**A small window of the routed layout**

Region (87, 66) to (127, 106) µm. Cells in grey, sequential cells in the stronger grey; small squares are vias.
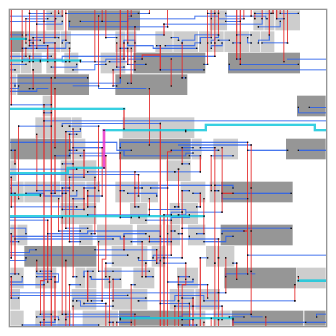
**Clock routing**

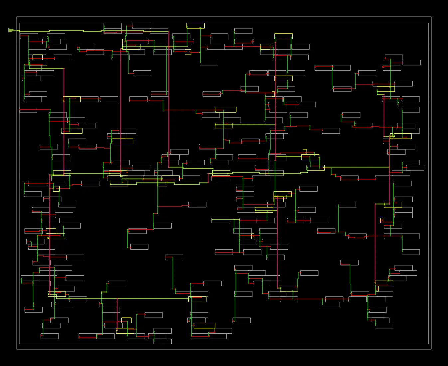
**Metal 3**

Cells faint in the background.
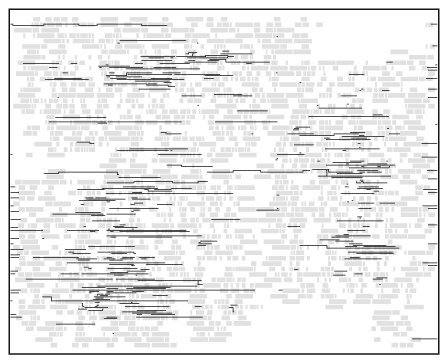
**Wire density map**

The bar under the picture is 50 µm long. The die is cut into 21 by 17 equal tiles; white is low, dark blue is high, scaled to the fullest tile. Values are wire area over tile area, all layers added.
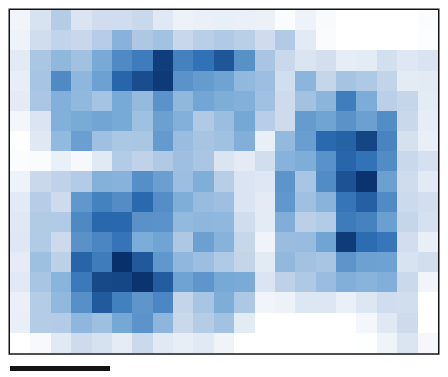
<file path="config.mk">
export PLATFORM = sky130hd
export DESIGN_NAME = clkgen_multi_flat
export DESIGN_NICKNAME = d
export VERILOG_FILES = /design/src/rtl/clkgen_multi_pkg.sv /design/src/rtl/clkgen_multi_if.sv /design/src/rtl/clkgen_multi_chan.sv /design/src/rtl/clkgen_multi.sv /design/src/flat_wrapper.sv
export SDC_FILE = /design/constraint.sdc
export NUM_CORES = 1
export LEC_CHECK = 0
export ABC_CLOCK_PERIOD_IN_PS = 15460
export CORE_ASPECT_RATIO = 0.8
export CORE_UTILIZATION = 45
export DETAILED_ROUTE_END_ITERATION = 6
export GPL_ROUTABILITY_DRIVEN = 0
export GPL_TIMING_DRIVEN = 0
export HOLD_SLACK_MARGIN = 0.02
export MAX_ROUTING_LAYER = met4
export SLEW_MARGIN = 20
export SYNTH_ARGS = -nofsm -noshare
export SYNTH_HDL_FRONTEND = slang
export SYNTH_SLANG_ARGS = --single-unit
</file>
<file path="constraint.sdc">
create_clock -name clk -period 15.46 [get_ports clk]
set_clock_uncertainty 0.05 [all_clocks]
set_input_delay 4.638 -clock clk [delete_from_list [all_inputs] [get_ports clk]]
set_output_delay 4.638 -clock clk [all_outputs]
set_load 0.01 [all_outputs]
</file>
<file path="src/rtl/clkgen_multi_pkg.sv">
// Shared defaults and helpers for the multi-channel clock-enable generator.
// Optional square-wave outputs are controlled by the CLKGEN_CLKOUT_EN macro.
package clkgen_pkg;

  localparam int NUM_CH_DEF    = 3;
  localparam int CNT_W_DEF     = 24;
  localparam int DIV_RESET_DEF = 4;
  localparam int DIV_HALT      = 0;

  // Counter value at which clk_out goes high; CNT_W up to 64 bits is supported.
  function automatic logic [63:0] half_thresh(input logic [63:0] div);
    return div >> 1;
  endfunction

endpackage

</file>
<file path="src/rtl/clkgen_multi_if.sv">
// Control and output bundle for clkgen_multi; master drives the controls,
// slave (the generator) drives ticks, acks and square waves.
interface clkgen_multi_if
  import clkgen_pkg::*;
#(
  parameter int NUM_CH = NUM_CH_DEF,
  parameter int CNT_W  = CNT_W_DEF
);

  logic                      en;
  logic                      sync;
  logic [NUM_CH*CNT_W-1:0]   div_in;
  logic [NUM_CH-1:0]         div_load;
  logic [NUM_CH-1:0]         div_ack;
  logic [NUM_CH-1:0]         tick;
  logic [NUM_CH-1:0]         clk_out;

  modport master (
    output en, sync, div_in, div_load,
    input  div_ack, tick, clk_out
  );

  modport slave (
    input  en, sync, div_in, div_load,
    output div_ack, tick, clk_out
  );

endinterface

</file>
<file path="src/rtl/clkgen_multi_chan.sv">
// One divider channel: counter, current/pending divisor and glitch-free apply.
// clk_out logic exists only when CLKGEN_CLKOUT_EN is defined.
module clkgen_chan
  import clkgen_pkg::*;
#(
  parameter int CNT_W     = CNT_W_DEF,
  parameter int DIV_RESET = DIV_RESET_DEF
) (
  input  logic             clk,
  input  logic             clr_n,
  input  logic             en,
  input  logic             sync,
  input  logic [CNT_W-1:0] div_in,
  input  logic             div_load,
  output logic             div_ack,
  output logic             tick,
  output logic             clk_out
);

  logic [CNT_W-1:0] cnt_q, cnt_d;
  logic [CNT_W-1:0] div_cur_q, div_cur_d;
  logic [CNT_W-1:0] div_pend_q, div_pend_d;
  logic             pend_q, pend_d;
  logic             tick_q, tick_d;
  logic             ack_q, ack_d;

  logic             pend_eff;
  logic [CNT_W-1:0] pend_val;
  logic             halted;
  logic             wrap;
  logic             apply;

  always_comb begin
    // A load in the apply cycle is folded straight into that apply.
    pend_eff   = pend_q | div_load;
    pend_val   = div_load ? div_in : div_pend_q;
    halted     = (div_cur_q == CNT_W'(DIV_HALT));
    wrap       = !halted && en && (cnt_q >= div_cur_q - CNT_W'(1));
    apply      = pend_eff && (sync || halted || wrap);

    cnt_d      = cnt_q;
    if (sync || halted || wrap) begin
      cnt_d = '0;
    end else if (en) begin
      cnt_d = cnt_q + CNT_W'(1);
    end

    div_cur_d  = apply ? pend_val : div_cur_q;
    div_pend_d = div_load ? div_in : div_pend_q;
    pend_d     = pend_eff && !apply;
    ack_d      = apply;
    tick_d     = en && (div_cur_d != CNT_W'(DIV_HALT)) &&
                 (cnt_d == div_cur_d - CNT_W'(1));
  end

  always_ff @(posedge clk or negedge clr_n) begin
    if (!clr_n) begin
      cnt_q      <= '0;
      div_cur_q  <= CNT_W'(DIV_RESET);
      div_pend_q <= '0;
      pend_q     <= 1'b0;
      tick_q     <= 1'b0;
      ack_q      <= 1'b0;
    end else begin
      cnt_q      <= cnt_d;
      div_cur_q  <= div_cur_d;
      div_pend_q <= div_pend_d;
      pend_q     <= pend_d;
      tick_q     <= tick_d;
      ack_q      <= ack_d;
    end
  end

  assign tick    = tick_q;
  assign div_ack = ack_q;

`ifdef CLKGEN_CLKOUT_EN
  logic clk_out_q, clk_out_d;

  // Square wave holds while disabled, but follows any restart or apply.
  always_comb begin
    clk_out_d = clk_out_q;
    if (en || sync || apply) begin
      clk_out_d = (div_cur_d != CNT_W'(DIV_HALT)) &&
                  (cnt_d >= CNT_W'(half_thresh(64'(div_cur_d))));
    end
  end

  always_ff @(posedge clk or negedge clr_n) begin
    if (!clr_n) begin
      clk_out_q <= 1'b0;
    end else begin
      clk_out_q <= clk_out_d;
    end
  end

  assign clk_out = clk_out_q;
`else
  assign clk_out = 1'b0;
`endif

endmodule

</file>
<file path="src/rtl/clkgen_multi.sv">
// Multi-channel programmable clock-enable generator; slices the bus per channel.
// Build with CLKGEN_CLKOUT_EN defined to get the clk_out square waves.
module clkgen_multi
  import clkgen_pkg::*;
#(
  parameter int NUM_CH    = NUM_CH_DEF,
  parameter int CNT_W     = CNT_W_DEF,
  parameter int DIV_RESET = DIV_RESET_DEF
) (
  input  logic           clk,
  input  logic           clr_n,
  clkgen_multi_if.slave  bus
);

  logic [NUM_CH-1:0] ack_w;
  logic [NUM_CH-1:0] tick_w;
  logic [NUM_CH-1:0] clk_out_w;

  generate
    for (genvar gi = 0; gi < NUM_CH; gi++) begin : g_chan
      clkgen_chan #(
        .CNT_W     (CNT_W),
        .DIV_RESET (DIV_RESET)
      ) u_chan (
        .clk      (clk),
        .clr_n    (clr_n),
        .en       (bus.en),
        .sync     (bus.sync),
        .div_in   (bus.div_in[gi*CNT_W +: CNT_W]),
        .div_load (bus.div_load[gi]),
        .div_ack  (ack_w[gi]),
        .tick     (tick_w[gi]),
        .clk_out  (clk_out_w[gi])
      );
    end
  endgenerate

  assign bus.div_ack = ack_w;
  assign bus.tick    = tick_w;
  assign bus.clk_out = clk_out_w;

endmodule

</file>
<file path="src/flat_wrapper.sv">
// flat-port wrapper written by rule: the top's interface ports become plain ports
module clkgen_multi_flat import clkgen_pkg::*;
#(
  parameter int NUM_CH    = NUM_CH_DEF,
  parameter int CNT_W     = CNT_W_DEF,
  parameter int DIV_RESET = DIV_RESET_DEF
)
  (clk, clr_n, bus_en, bus_sync, bus_div_in, bus_div_load, bus_div_ack, bus_tick, bus_clk_out);
  clkgen_multi_if #(.NUM_CH(NUM_CH), .CNT_W(CNT_W)) bus_i ();
  input  logic clk;
  input  logic clr_n;
  input wire logic [$bits(bus_i.en)-1:0] bus_en;
  input wire logic [$bits(bus_i.sync)-1:0] bus_sync;
  input wire logic [$bits(bus_i.div_in)-1:0] bus_div_in;
  input wire logic [$bits(bus_i.div_load)-1:0] bus_div_load;
  output wire logic [$bits(bus_i.div_ack)-1:0] bus_div_ack;
  output wire logic [$bits(bus_i.tick)-1:0] bus_tick;
  output wire logic [$bits(bus_i.clk_out)-1:0] bus_clk_out;
  assign bus_i.en = bus_en;
  assign bus_i.sync = bus_sync;
  assign bus_i.div_in = bus_div_in;
  assign bus_i.div_load = bus_div_load;
  assign bus_div_ack = bus_i.div_ack;
  assign bus_tick = bus_i.tick;
  assign bus_clk_out = bus_i.clk_out;
  clkgen_multi #(.NUM_CH(NUM_CH), .CNT_W(CNT_W), .DIV_RESET(DIV_RESET)) u_core (.clk(clk), .clr_n(clr_n), .bus(bus_i));
endmodule
</file>
==> results.yml <==
# implementation run metrics
final_timing:
  worst_pin_slew_ns: 0.973
  relSlewSlack: 0.352
  maxSlewViolCount: 0
  tns_ns: 0
clock_network:
  cts_hold_buf: 0
  ctsLongestPathBuffers: 3
  cts_resized: 0
critical_path:
  path_buffers: 7
  r2r_slack_ns: 7.43
  worstReg2RegStart: "u_core.g_chan[0].u_chan.div_cur_q[2]$_DFF_PN1_"
detailed_routing:
  dr.first_iter.drc_count: 1487
place:
  io_buffers: 82
  dpl_cell_area_um2: 17700
grt:
  grt_pass1_vias: 13500
  grt_max_degree: 91
synthesis:
  synth.top_cell.area_share: 0.342
  ys_top_cells_by_area: "dfrtp_1, ha_1, xnor2_1"
finish:
  syn2layout_area_growth_pct: 14.5
  fin_nets: 2033
  lay_top_cells: "dfrtp_1, nor2_1, nand2_1"
power:
  switching_power_uw: 600
  internal_power_uw: 1250
  power_frac_seq: 0.385
run_status:
  status: "finished clean"
floorplanning:
  num_rows: 61
Back to the opening pictures, 'a small window of the routed layout':
layer	colour
met4	magenta
met2	red
met1	blue
met3	cyan
most frequent	dfrtp_1 (14), nor2_1 (9), ha_1 (8)
netlist names of flops here include	u_core.g_chan.u_chan.cnt_q (14)
sequential cells in the window	14
cells with their middle in the window	85

Back to the opening pictures, 'clock routing':
cts bufs inserted: 25
clock buffers: 37
Latency at later pin: 0.54 ns

Back to the opening pictures, 'metal 3':
main direction	horizontal
share of all routed wire	7.7%
longest straight run	91.1 µm
nets with wire on the layer	260

Back to the opening pictures, 'wire density map':
fullest tile	0.60
nearly empty tiles	7.3%
tiles over half the peak	26%
densest ninth of the die	middle right
emptiest ninth of the die	upper right
mean over tiles	0.21
via count: 14.1k
routed len/inst: 20.5 µm

==> power groups by stage <==
stage          registers [µW]  clock network [µW]  logic, µW
3_3_place_gp              719                   0        472
3_5_place_dp              720                   0        482
4_1_cts                   710                 660        485
6_report                  712                 645        492
5_1_grt                   719                 681        540
2_1_floorplan             700                   0        341
==> final cells by class <==
class | instances | area [µm²]
clock inverters | 7 | 143
flip-flops and latches | 225 | 5630
repair buffers | 84 | 881
plain buffers | 83 | 419
clock buffers | 37 | 731
multi-input cells | 1378 | 9920
well taps | 472 | 591
inverters | 73 | 282
diodes | 1 | 2.50
fillers | 3248 | 16500
==> per-layer routing <==
metal,GRT usage,wire length [µm],up-vias
met1,0.388,23000,6810
met2,0.400,20600,609
met3,0.0368,3710,74
li1,-,-,6591
met5,-,0,-
met4,0.0677,1090,0
Power figures rest on the tool's default switching activity, not on a simulated workload.
